Figure 1. Cell classes on the final placement (run 1).
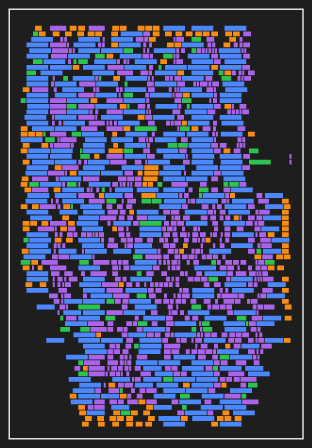
Figure 2. Routing congestion (run 1).
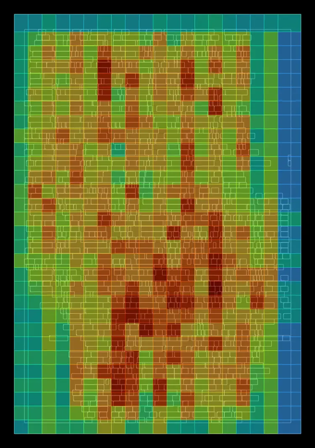
Figure 3. Register map, names as in the netlist (run 1).
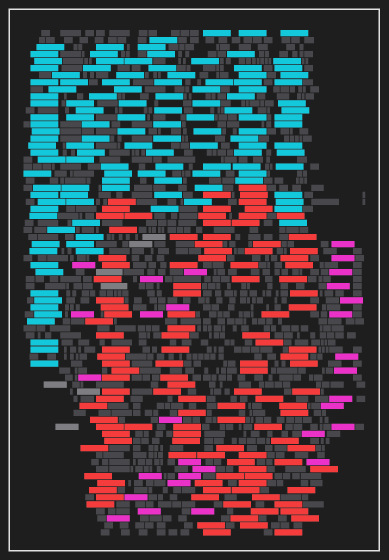
Figure 4. Placement density heat map (run 1).
14 x 21 tiles, from black (low) to pale yellow (high), 0 to 100% covered.
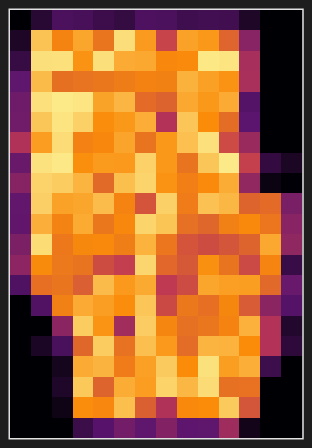
### config.mk
export PLATFORM = sky130hd
export DESIGN_NAME = code_prefetch_flat
export DESIGN_NICKNAME = d
export VERILOG_FILES = /design/src/rtl/code_prefetch_if.sv /design/src/rtl/code_prefetch.sv /design/src/flat_wrapper.sv
export SDC_FILE = /design/constraint.sdc
export NUM_CORES = 1
export LEC_CHECK = 0
export CORE_ASPECT_RATIO = 1.5
export CORE_MARGIN = 5
export CORE_UTILIZATION = 55
export CTS_BUF_LIST = sky130_fd_sc_hd__clkbuf_4 sky130_fd_sc_hd__clkbuf_8
export CTS_CLUSTER_SIZE = 40
export DETAILED_ROUTE_END_ITERATION = 7
export GPL_TIMING_DRIVEN = 1
export PLACE_DENSITY = 0.77
export SLEW_MARGIN = 15
export SYNTH_ARGS = -nofsm -noshare
export SYNTH_HDL_FRONTEND = slang
export SYNTH_SLANG_ARGS = --single-unit
### constraint.sdc
create_clock -name clk -period 6.2 [get_ports clk]
set_clock_uncertainty 0.05 [all_clocks]
set_input_delay 0.62 -clock clk [delete_from_list [all_inputs] [get_ports clk]]
set_output_delay 0.62 -clock clk [all_outputs]
set_load 0.05 [all_outputs]
### src/rtl/code_prefetch_if.sv
// ============================================================================
// Module      : code_prefetch_if
// Description : Core-side code address/data bus plus the code-memory request
//               bus of the instruction prefetcher.
// Revision    : 1.0 - initial release
// ============================================================================
`default_nettype none

interface code_prefetch_if;
    logic [31:0] cpu_addr;
    logic [31:0] cpu_data;
    logic        cpu_data_already;
    logic        mem_req;
    logic [31:0] mem_addr;
    logic        mem_ready;
    logic [31:0] mem_rdata;

    // Prefetcher side
    modport slave (
        input  cpu_addr,
        input  mem_ready,
        input  mem_rdata,
        output cpu_data,
        output cpu_data_already,
        output mem_req,
        output mem_addr
    );

    // Core + code memory side
    modport master (
        output cpu_addr,
        output mem_ready,
        output mem_rdata,
        input  cpu_data,
        input  cpu_data_already,
        input  mem_req,
        input  mem_addr
    );
endinterface

`default_nettype wire

### src/rtl/code_prefetch.sv
// ============================================================================
// Module      : code_prefetch
// Description : Sequential instruction prefetch queue between core and code
//               memory. Optional same-cycle bypass: CODE_PREFETCH_BYPASS_EN.
// Revision    : 1.0 - initial release
// ============================================================================
`default_nettype none

module code_prefetch #(
    parameter int unsigned DEPTH    = 4,
    parameter logic [31:0] RESET_PC = 32'h0000_0000
) (
    input  wire logic           clk,
    input  wire logic           reset,
    code_prefetch_if.slave      cp_bus
);

    localparam int unsigned            c_PTR_W = $clog2(DEPTH);
    localparam logic [c_PTR_W:0]       c_DEPTH = (c_PTR_W + 1)'(DEPTH);
    localparam logic [c_PTR_W:0]       c_ONE   = (c_PTR_W + 1)'(1);
    localparam logic [c_PTR_W-1:0]     c_PINC  = c_PTR_W'(1);

    logic [31:0]        addr_q [DEPTH];
    logic [31:0]        data_q [DEPTH];
    logic [c_PTR_W-1:0] head_q, head_d;
    logic [c_PTR_W-1:0] tail_q, tail_d;
    logic [c_PTR_W:0]   count_q, count_d;
    logic [31:0]        pc_q, pc_d;

    logic [31:0]        w_cpu_aligned;
    logic [c_PTR_W-1:0] w_head1;
    logic               w_hit0;
    logic               w_hit1;
    logic               w_pend;
    logic               w_miss;
    logic               w_complete;
    logic               w_push;
    logic               w_pop;

    // Byte offset is irrelevant for word matching; pc_q low bits stay zero.
    assign w_cpu_aligned = cp_bus.cpu_addr & 32'hFFFF_FFFC;
    assign w_head1       = head_q + c_PINC;

    assign w_hit0 = (count_q != '0) && (w_cpu_aligned == addr_q[head_q]);
    assign w_hit1 = !w_hit0 && (count_q > c_ONE) && (w_cpu_aligned == addr_q[w_head1]);
    assign w_pend = !w_hit0 && !w_hit1 && (count_q == '0) && (w_cpu_aligned == pc_q);
    assign w_miss = !w_hit0 && !w_hit1 && !w_pend;

    assign cp_bus.mem_req  = (count_q < c_DEPTH);
    assign cp_bus.mem_addr = pc_q;

    assign w_complete = cp_bus.mem_req && cp_bus.mem_ready;
    assign w_push     = w_complete && !w_miss;
    assign w_pop      = w_hit1;

    always_comb begin
        cp_bus.cpu_data_already = 1'b0;
        cp_bus.cpu_data         = 32'h0;
        if (w_hit0) begin
            cp_bus.cpu_data_already = 1'b1;
            cp_bus.cpu_data         = data_q[head_q];
        end else if (w_hit1) begin
            cp_bus.cpu_data_already = 1'b1;
            cp_bus.cpu_data         = data_q[w_head1];
        end
`ifdef CODE_PREFETCH_BYPASS_EN
        else if (w_pend && w_complete) begin
            cp_bus.cpu_data_already = 1'b1;
            cp_bus.cpu_data         = cp_bus.mem_rdata;
        end
`endif
    end

    // A miss flushes the queue and redirects; its completion is dropped.
    always_comb begin
        head_d  = head_q;
        tail_d  = tail_q;
        count_d = count_q;
        pc_d    = pc_q;
        if (w_miss) begin
            head_d  = '0;
            tail_d  = '0;
            count_d = '0;
            pc_d    = w_cpu_aligned;
        end else begin
            if (w_push) begin
                tail_d = tail_q + c_PINC;
                pc_d   = pc_q + 32'd4;
            end
            if (w_pop) begin
                head_d = w_head1;
            end
            case ({w_push, w_pop})
                2'b10:   count_d = count_q + c_ONE;
                2'b01:   count_d = count_q - c_ONE;
                default: count_d = count_q;
            endcase
        end
    end

    always_ff @(posedge clk or posedge reset) begin
        if (reset) begin
            head_q  <= '0;
            tail_q  <= '0;
            count_q <= '0;
            pc_q    <= RESET_PC & 32'hFFFF_FFFC;
        end else begin
            head_q  <= head_d;
            tail_q  <= tail_d;
            count_q <= count_d;
            pc_q    <= pc_d;
        end
    end

    // Entry storage needs no reset: count_q gates every read.
    always_ff @(posedge clk) begin
        if (w_push) begin
            addr_q[tail_q] <= pc_q;
            data_q[tail_q] <= cp_bus.mem_rdata;
        end
    end

endmodule

`default_nettype wire

### src/flat_wrapper.sv
// flat-port wrapper written by rule: the top's interface ports become plain ports
module code_prefetch_flat 
#(
    parameter int unsigned DEPTH    = 4,
    parameter logic [31:0] RESET_PC = 32'h0000_0000
)
  (clk, reset, cp_bus_cpu_addr, cp_bus_mem_ready, cp_bus_mem_rdata, cp_bus_cpu_data, cp_bus_cpu_data_already, cp_bus_mem_req, cp_bus_mem_addr);
  code_prefetch_if cp_bus_i ();
  input  wire logic clk;
  input  wire logic reset;
  input wire logic [$bits(cp_bus_i.cpu_addr)-1:0] cp_bus_cpu_addr;
  input wire logic [$bits(cp_bus_i.mem_ready)-1:0] cp_bus_mem_ready;
  input wire logic [$bits(cp_bus_i.mem_rdata)-1:0] cp_bus_mem_rdata;
  output wire logic [$bits(cp_bus_i.cpu_data)-1:0] cp_bus_cpu_data;
  output wire logic [$bits(cp_bus_i.cpu_data_already)-1:0] cp_bus_cpu_data_already;
  output wire logic [$bits(cp_bus_i.mem_req)-1:0] cp_bus_mem_req;
  output wire logic [$bits(cp_bus_i.mem_addr)-1:0] cp_bus_mem_addr;
  assign cp_bus_i.cpu_addr = cp_bus_cpu_addr;
  assign cp_bus_i.mem_ready = cp_bus_mem_ready;
  assign cp_bus_i.mem_rdata = cp_bus_mem_rdata;
  assign cp_bus_cpu_data = cp_bus_i.cpu_data;
  assign cp_bus_cpu_data_already = cp_bus_i.cpu_data_already;
  assign cp_bus_mem_req = cp_bus_i.mem_req;
  assign cp_bus_mem_addr = cp_bus_i.mem_addr;
  code_prefetch #(.DEPTH(DEPTH), .RESET_PC(RESET_PC)) u_core (.clk(clk), .reset(reset), .cp_bus(cp_bus_i));
endmodule
==> out/metrics.cfg, run 1 <==
[outcome]
status = finished, final reports clean

[timing]
setup_tns_ns = 0
tightestPinTransition_ns = 1.10
finalClockPeriodUsage = 0.960
slew_headroom = 0.258
fin_crit_ns = 5.95
finalSetupViolCount = 0
finalMaxSlewViolations = 0

[grt]
grt_start_max_net_pins = 65
grt_first_pass_wirelength_um = 53700
antenna_found_initial = 2

[critical_path]
required_ns = 5.53
crit_arrival_ns = 5.28
crit_type = reg -> out
cpMostUsedCell = buf_4
cp-start-kind = flip-flop

[power_and_ir_drop]
power_density_nw_per_um2 = 236
p_leak_nw = 5.67

[finish]
clockBufferCount = 61
top_register = u_core.data_q
area_growth_pct = 17.8
inverters = 32
lay_top_count = edfxtp_1
regArea_um2 = 8380
clkCellAreaFrac = 0.0558
signal_buffers = 154

[clocking]
cts-resized-gates = 0
ctsHoldBuffers = 0
cts_num_sinks = 285
cts_root_buffer = clkbuf_8
htree_levels = 2
cts_made_buffers = 44
tritoncts = done

[drt]
drt_wl_total_um = 35000
via_per_inst = 6.13
final_antenna_net_count = 0

[yosys]
edf_count = 248
logic_family = multiplexers
synth_warnings = 0
synth.area.top_cells = edfxtp_1 (51%), mux4_2 (8.9%), dfrtp_1 (6.4%)
mux_area_frac = 0.194
yosys_area_um2 = 14500
synth.most_common_cell = edfxtp_1
ys_top_cells_by_count = edfxtp_1 (248), mux2i_1 (87), xnor2_1 (68)
syn_area_um2 = 14500

[floorplan]
dieArea_um2 = 29800
die_h_um = 209
io_pins = 133
floorplanUtilization = 0.559

[placed_design]
gp_congestion = 0.957
post-place-ws_ns = 0.866

-- Figure 1 (at the start) --
clock drivers and dummy loads: shown in green, cells 82, share of their area 5.7%. remaining logic cells: shown in purple, cells 660, share of their area 35%. registers: shown in blue, cells 285, share of their area 50%. remaining buffers and delay cells: shown in orange, cells 154, share of their area 9.2%.

-- Figure 2 (at the start) --
global route hottest layer: met2
met3 global-route usage: 0.0455
fin util: 0.658
wire length per cell: 23.1 µm

-- Figure 3 (at the start) --
`u_core.data_q`: shown in cyan, placed flops 128. `u_core.cp_bus.mem_addr`: shown in magenta, placed flops 30. `u_core.addr_q`: shown in red, placed flops 120.
Another 7 sequential cells are not colored.

-- Figure 4 (at the start) --
12% of the tiles are nearly empty. The densest ninth of the die: center. The fullest tile reaches 95%. The mean over all tiles is 56%. 36% of the tiles are over 75% full.

-- run 1: routing by layer --
layer  track usage  share of wire  up-vias  wire length, µm
li1              -              -     4155                -
met1         0.279           0.37     4676            12900
met4        0.0908          0.034        0             1200
met3        0.0455          0.064       84             2240
met5             0              0        -                0
met2         0.413           0.53      374            18600
-- run 1: worst reg2reg max path: cells and delay by family, from the launching register on --
kind	cells	cell delay, ns
buf+inv	3	1.07
compound gates	3	0.75
simple gates	3	1.75
flops	1	0.94
mux	1	0.33
-- run 1: power by group --
group          internal (mW)  switching, mW
Sequential              2.09         0.0323
Clock                  0.950          0.730
Combinational         0.0977          0.124
Total                   3.14          0.887
-- run 1: logic make-up (layout without fill, tap and decap cells) --
group	count (synthesis)	count (layout)
XOR/XNOR	109	109
flip-flops	285	285
AND-OR/OR-AND	125	125
buffers and inverters	103	268
other	1	4
AND/OR/NAND/NOR	189	189
adder cells (fa/ha/maj)	10	10
multiplexers	193	193
-- run 1: metrics by stage --
step | hold slack (ns) | util | instance area [µm²]
3_3_place_gp | 0.544 | 0.621 | 16100
5_1_grt | 0.475 | 0.658 | 17100
6_report | 0.456 | 0.658 | 17100
4_1_cts | 0.425 | 0.658 | 17100
3_5_place_dp | 0.560 | 0.621 | 16100
2_1_floorplan | 0.512 | - | 14500
-- run 1: path summary, 6_finish.rpt --
path / to / cells past startpoint / start
max: cp_bus_cpu_data[30] / 11 / u_core.head_q[1]
min: u_core.cp_bus.mem_addr[24] / 3 / reset
max reg2reg: u_core.data_q[2][13] / 10 / u_core.head_q[1]
min reg2reg: u_core.tail_q[0] / 2 / u_core.tail_q[0]
max in group asynchronous: u_core.head_q[1] / 3 / reset
min in group clk: u_core.tail_q[0] / 2 / u_core.tail_q[0]
==> run 2: changes to the inputs <==
--- a/config.mk
+++ b/config.mk
@@ -17,3 +17,4 @@
 export SYNTH_ARGS = -nofsm -noshare
 export SYNTH_HDL_FRONTEND = slang
 export SYNTH_SLANG_ARGS = --single-unit
+export TNS_END_PERCENT = 30
==> constraint.sdc (replaced) <==
create_clock -name clk -period 7.08 [get_ports clk]
set_clock_uncertainty 0.05 [all_clocks]
set_input_delay 0.708 -clock clk [delete_from_list [all_inputs] [get_ports clk]]
set_output_delay 0.708 -clock clk [all_outputs]
set_load 0.05 [all_outputs]
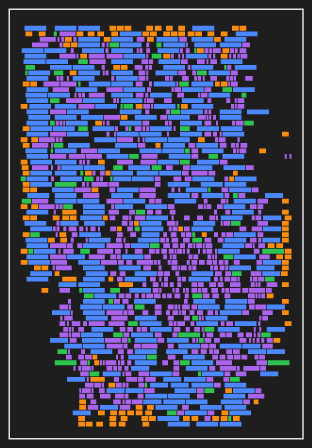
Figure 5: run 2, cell classes on the final placement.
remaining buffers and delay cells: shown in orange, cells 147, share of their area 8.9%. remaining logic cells: shown in purple, cells 660, share of their area 35%. clock drivers and dummy loads: shown in green, cells 82, share of their area 5.8%. registers: shown in blue, cells 285, share of their area 51%.

==> out/metrics.cfg, run 2 <==
[outcome]
status = finished, final reports clean

[grt]
top_usage_layer = met2
antenna_found_initial = 0  ; -2
grt_use_met1 = 0.282  ; +0.00300
grt_start_max_net_pins = 59  ; -9.2%
use_met2 = 0.399  ; -0.0140
grt_first_pass_wirelength_um = 53500  ; -0.42%
gr-usage-met3 = 0.0441  ; -0.00137
grt_usage = 0.233

[floorplan]
io_pins = 133  ; unchanged
dieArea_um2 = 29800  ; unchanged
die_h_um = 209  ; unchanged
floorplanUtilization = 0.559  ; unchanged

[critical_path]
cp-start-kind = flip-flop
required_ns = 6.32  ; +0.79 ns
crit_arrival_ns = 5.59  ; +0.31 ns
timing.rr.end = u_core.data_q[3][22]
crit_type = reg -> out
worst_r2r_path_depth = 10  ; unchanged
r2r-start = u_core.head_q[0]

[placed_design]
gp_congestion = 0.935  ; -2.3%
post-place-ws_ns = 1.33  ; +0.466 ns

[finish]
lay_top_count = edfxtp_1
top_register = u_core.data_q
largest_reg_flops = 128
area_growth_pct = 17.3

[drt]
drt_wl_total_um = 34900  ; -0.23%
drt_iter0_drc = 802
final_antenna_net_count = 0  ; unchanged
drt-met1-wl_um = 12700  ; -1.8%
dr.max_layer_used = met4
wl_met3_um = 2430  ; +8.7%
dr_wl_met2_um = 18200  ; -2.3%
avgRoutedWirePerCell_um = 23.1  ; +0.37%
via_per_inst = 6.16  ; +0.60%

[clocking]
tritoncts = done
cts-resized-gates = 0  ; unchanged
cts_root_buffer = clkbuf_8
ctsHoldBuffers = 0  ; unchanged
htree_levels = 2  ; unchanged
cts_num_sinks = 285  ; unchanged
cts_made_buffers = 44  ; unchanged

[power_and_ir_drop]
p_comb_mw = 0.192  ; -14%
pg_clk_mw = 1.49  ; -10%
p_comb_frac = 0.054  ; about the same
pwr-share-seq = 0.526  ; -0.002
power_leader = registers
clkPwrFrac = 0.420  ; +0.003
intPower_mw = 2.76  ; -12%
switching_share = 0.222  ; +0.00151
pg_seq_mw = 1.86  ; -13%
p_leak_nw = 5.62  ; -0.97%
power_switching_mw = 0.785  ; -11%

[yosys]
edf_count = 248  ; unchanged
ys_top_cells_by_count = edfxtp_1 (248), mux2i_1 (87), xnor2_1 (68)
yosys_area_um2 = 14500  ; unchanged
syn_area_um2 = 14500  ; unchanged
ys_cells = 1015
synth.most_common_cell = edfxtp_1
synth_warnings = 0  ; unchanged
synth.area.top_cells = edfxtp_1 (51%), mux4_2 (8.9%), dfrtp_1 (6.4%)

[timing]
fin_crit_ns = 6.34
finalClockPeriodUsage = 0.896
finalMaxSlewViolations = 0  ; unchanged
slew_headroom = 0.332  ; +0.0745
setup_tns_ns = 0  ; unchanged
finalSetupViolCount = 0  ; unchanged
tightestPinTransition_ns = 1.00  ; -0.102 ns
holdWs_ns = 0.546  ; +0.0895 ns

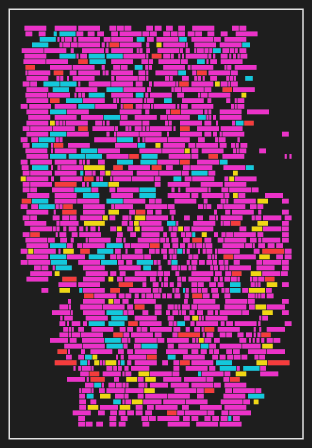
Figure 6: run 2, cells by drive strength.
x6 and larger: shown in red, cells 56. x3 and x4: shown in yellow, cells 54. x2: shown in cyan, cells 95. x1 and smaller: shown in magenta, cells 969.

## run 2: worst max-delay path by stage
stage                   startpoint              endpoint  slack (ns)  depth (start not counted)
2_1_floorplan  cp_bus_cpu_addr[24]  u_core.addr_q[0][10]        2.21                         10
3_3_place_gp      u_core.head_q[0]   cp_bus_cpu_data[16]        1.37                          9
3_5_place_dp      u_core.head_q[0]   cp_bus_cpu_data[16]        1.33                          9
4_1_cts           u_core.head_q[0]   cp_bus_cpu_data[16]        0.70                          9
5_1_grt           u_core.head_q[0]   cp_bus_cpu_data[16]        0.49                          9
6_report          u_core.head_q[1]   cp_bus_cpu_data[19]        0.74                         10
## run 2: final cells by class
cell class / count / area (µm²) / share of cell area
Sequential cell: 285 / 8380 / 0.493
Multi-Input combinational cell: 628 / 5660 / 0.333
Timing Repair Buffer: 147 / 1470 / 0.0867
Clock buffer: 54 / 699 / 0.0411
Tap cell: 333 / 417 / 0.0245
Clock inverter: 28 / 260 / 0.0153
Inverter: 32 / 120 / 0.00706
## run 2: logic make-up after synthesis
kind of cell / share of synthesized area
simple gates: 0.0666
xor+xnor: 0.0659
other cells: 0.000259
mux: 0.194
fa+ha+maj: 0.00863
flops: 0.578
buf+inv: 0.0333
compound gates: 0.0537
## run 2: metrics by stage
stage / utilization / instances / instance area (µm²) / total power [mW]
6_report: 0.655 / 1507 / 17000 / 3.54
3_5_place_dp: 0.618 / 1425 / 16000 / 2.09
3_3_place_gp: 0.618 / 1425 / 16000 / 2.08
2_1_floorplan: - / 1016 / 14500 / 1.99
4_1_cts: 0.655 / 1507 / 17000 / 3.57
5_1_grt: 0.655 / 1507 / 17000 / 3.66
==> run 3: changes to the inputs <==
--- a/config.mk
+++ b/config.mk
@@ -11,7 +11,7 @@
 export CTS_BUF_LIST = sky130_fd_sc_hd__clkbuf_4 sky130_fd_sc_hd__clkbuf_8
 export CTS_CLUSTER_SIZE = 40
 export DETAILED_ROUTE_END_ITERATION = 7
-export GPL_TIMING_DRIVEN = 1
+export GPL_TIMING_DRIVEN = 0
 export PLACE_DENSITY = 0.77
 export SLEW_MARGIN = 15
 export SYNTH_ARGS = -nofsm -noshare
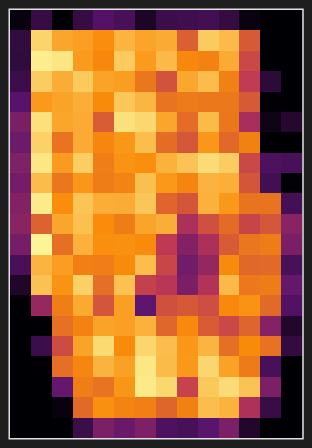
Figure 7: run 3, placement density heat map.
14 x 21 tiles, from black (low) to pale yellow (high), 0 to 100% covered.
36% of the tiles are over 75% full. The mean over all tiles is 56%. 11% of the tiles are nearly empty. The fullest tile reaches 98%.

==> out/metrics.cfg, run 3 <==
[outcome]
status = finished, final reports clean

[yosys]
ys_top_cells_by_count = edfxtp_1 (248), mux2i_1 (87), xnor2_1 (68)
synth.area.top_cells = edfxtp_1 (51%), mux4_2 (8.9%), dfrtp_1 (6.4%)
ys_cells = 1015  ; unchanged
synth.most_common_cell = edfxtp_1
synth_warnings = 0  ; unchanged
yosys_area_um2 = 14500  ; unchanged

[grt]
grt_first_pass_wirelength_um = 58600  ; +9.6%
antenna_found_initial = 1  ; +1
grt_usage = 0.260  ; +0.0272
grt-ovfl-total = 0

[critical_path]
cp-start-kind = flip-flop
cp.depth = 11  ; +1
r2r-start = u_core.head_q[1]
crit_path_start = u_core.head_q[0]
worst_r2r_path_depth = 13  ; +3
cp-endpoint = cp_bus_cpu_data[19]
crit_type = reg -> out
crit_arrival_ns = 5.55  ; -0.04 ns
required_ns = 6.32  ; about the same
endpoint_kind = output pin

[clocking]
htree_levels = 2  ; unchanged
tritoncts = done
ctsHoldBuffers = 0  ; unchanged
clockBufferDepth = 3
cts_root_buffer = clkbuf_8
cts_made_buffers = 45  ; +2.3%
cts-resized-gates = 0  ; unchanged
cts.reportedPaths.clkPinSlew_ns = 0.07

[timing]
slew_headroom = 0.315  ; -0.0170
finalMaxSlewViolations = 0  ; unchanged
finalSetupViolCount = 0  ; unchanged
setup_tns_ns = 0  ; unchanged
fin_crit_ns = 6.30  ; -0.0396 ns
tightestPinTransition_ns = 1.02  ; +0.0161 ns
finalClockPeriodUsage = 0.890  ; -0.00559

[drt]
via_per_inst = 6.21  ; +0.77%
drt_wl_total_um = 39000  ; +12%
drt_iter0_drc = 972  ; +21%
final_antenna_net_count = 0  ; unchanged
avgRoutedWirePerCell_um = 25.1  ; +8.6%

[finish]
lay_top_count = edfxtp_1
area_growth_pct = 18.3
regArea_um2 = 8370  ; about the same
comb_area_um2 = 5660  ; about the same
top_register = u_core.data_q
nFillCells = 1859
final_util = 0.661  ; +0.00535

[floorplan]
floorplanUtilization = 0.559  ; unchanged
dieWidth_um = 143
dieArea_um2 = 29800  ; unchanged
core_um2 = 25900
io_pins = 133  ; unchanged
die_h_um = 209  ; unchanged

[power_and_ir_drop]
p_leak_nw = 5.70  ; +1.5%

[placed_design]
place_inst = 1468  ; +3.0%
gp_congestion = 0.989  ; +5.7%

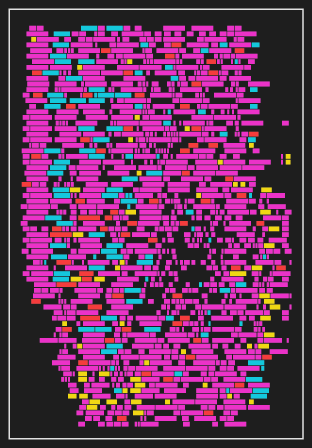
Figure 8: run 3, cells by drive strength.
x2: shown in cyan, cells 101. x1 and smaller: shown in magenta, cells 992. x6 and larger: shown in red, cells 66. x3 and x4: shown in yellow, cells 57.

-- run 3: report_power, final --
group / switching [mW] / internal [mW] / leakage, nW / total (mW)
Clock: 0.663 / 0.819 / 0.500 / 1.48
Combinational: 0.111 / 0.0819 / 2.52 / 0.193
Sequential: 0.0275 / 1.83 / 2.68 / 1.86
-- run 3: layout make-up --
cell class,count,share of cell area
flip-flops and latches,285,0.488
multi-input cells,628,0.330
repair buffers,119,0.0733
clock buffers,67,0.0476
well taps,333,0.0243
plain buffers,71,0.0212
clock inverters,14,0.00825
inverters,32,0.00701
diodes,1,0.000146
-- run 3: metal layers --
layer | vias up | GRT usage | share of wire
met5 | - | 0 | 0
met4 | 0 | 0.113 | 0.043
met2 | 448 | 0.447 | 0.52
met1 | 4852 | 0.318 | 0.37
met3 | 104 | 0.0473 | 0.065
li1 | 4224 | - | -
-- run 3: cell families (layout without fill, tap and decap cells) --
kind of cell | Yosys count | count (layout) | synth area share
adders and majority gates | 10 | 10 | 0.00863
xor gates and xnor gates | 109 | 109 | 0.0659
AOI/OAI and AO/OA | 125 | 125 | 0.0537
and+or+nand+nor | 189 | 189 | 0.0666
muxes | 193 | 193 | 0.194
buffers and inverters | 103 | 303 | 0.0333
other | 1 | 3 | 0.000259
DFF | 285 | 285 | 0.578
-- run 3: through the flow --
step                setup slack, ns  hold WS [ns]  cell area, µm²  power (mW)
floorplan                      2.21         0.512           14500        1.99
global placement              0.235         0.523           16100        2.08
detailed placement             1.47         0.514           16200        2.09
CTS                           0.816         0.374           17100        3.55
global route                  0.664         0.404           17100        3.65
finish                        0.776         0.389           17100        3.54
Power figures rest on the tool's default switching activity, not on a simulated workload.
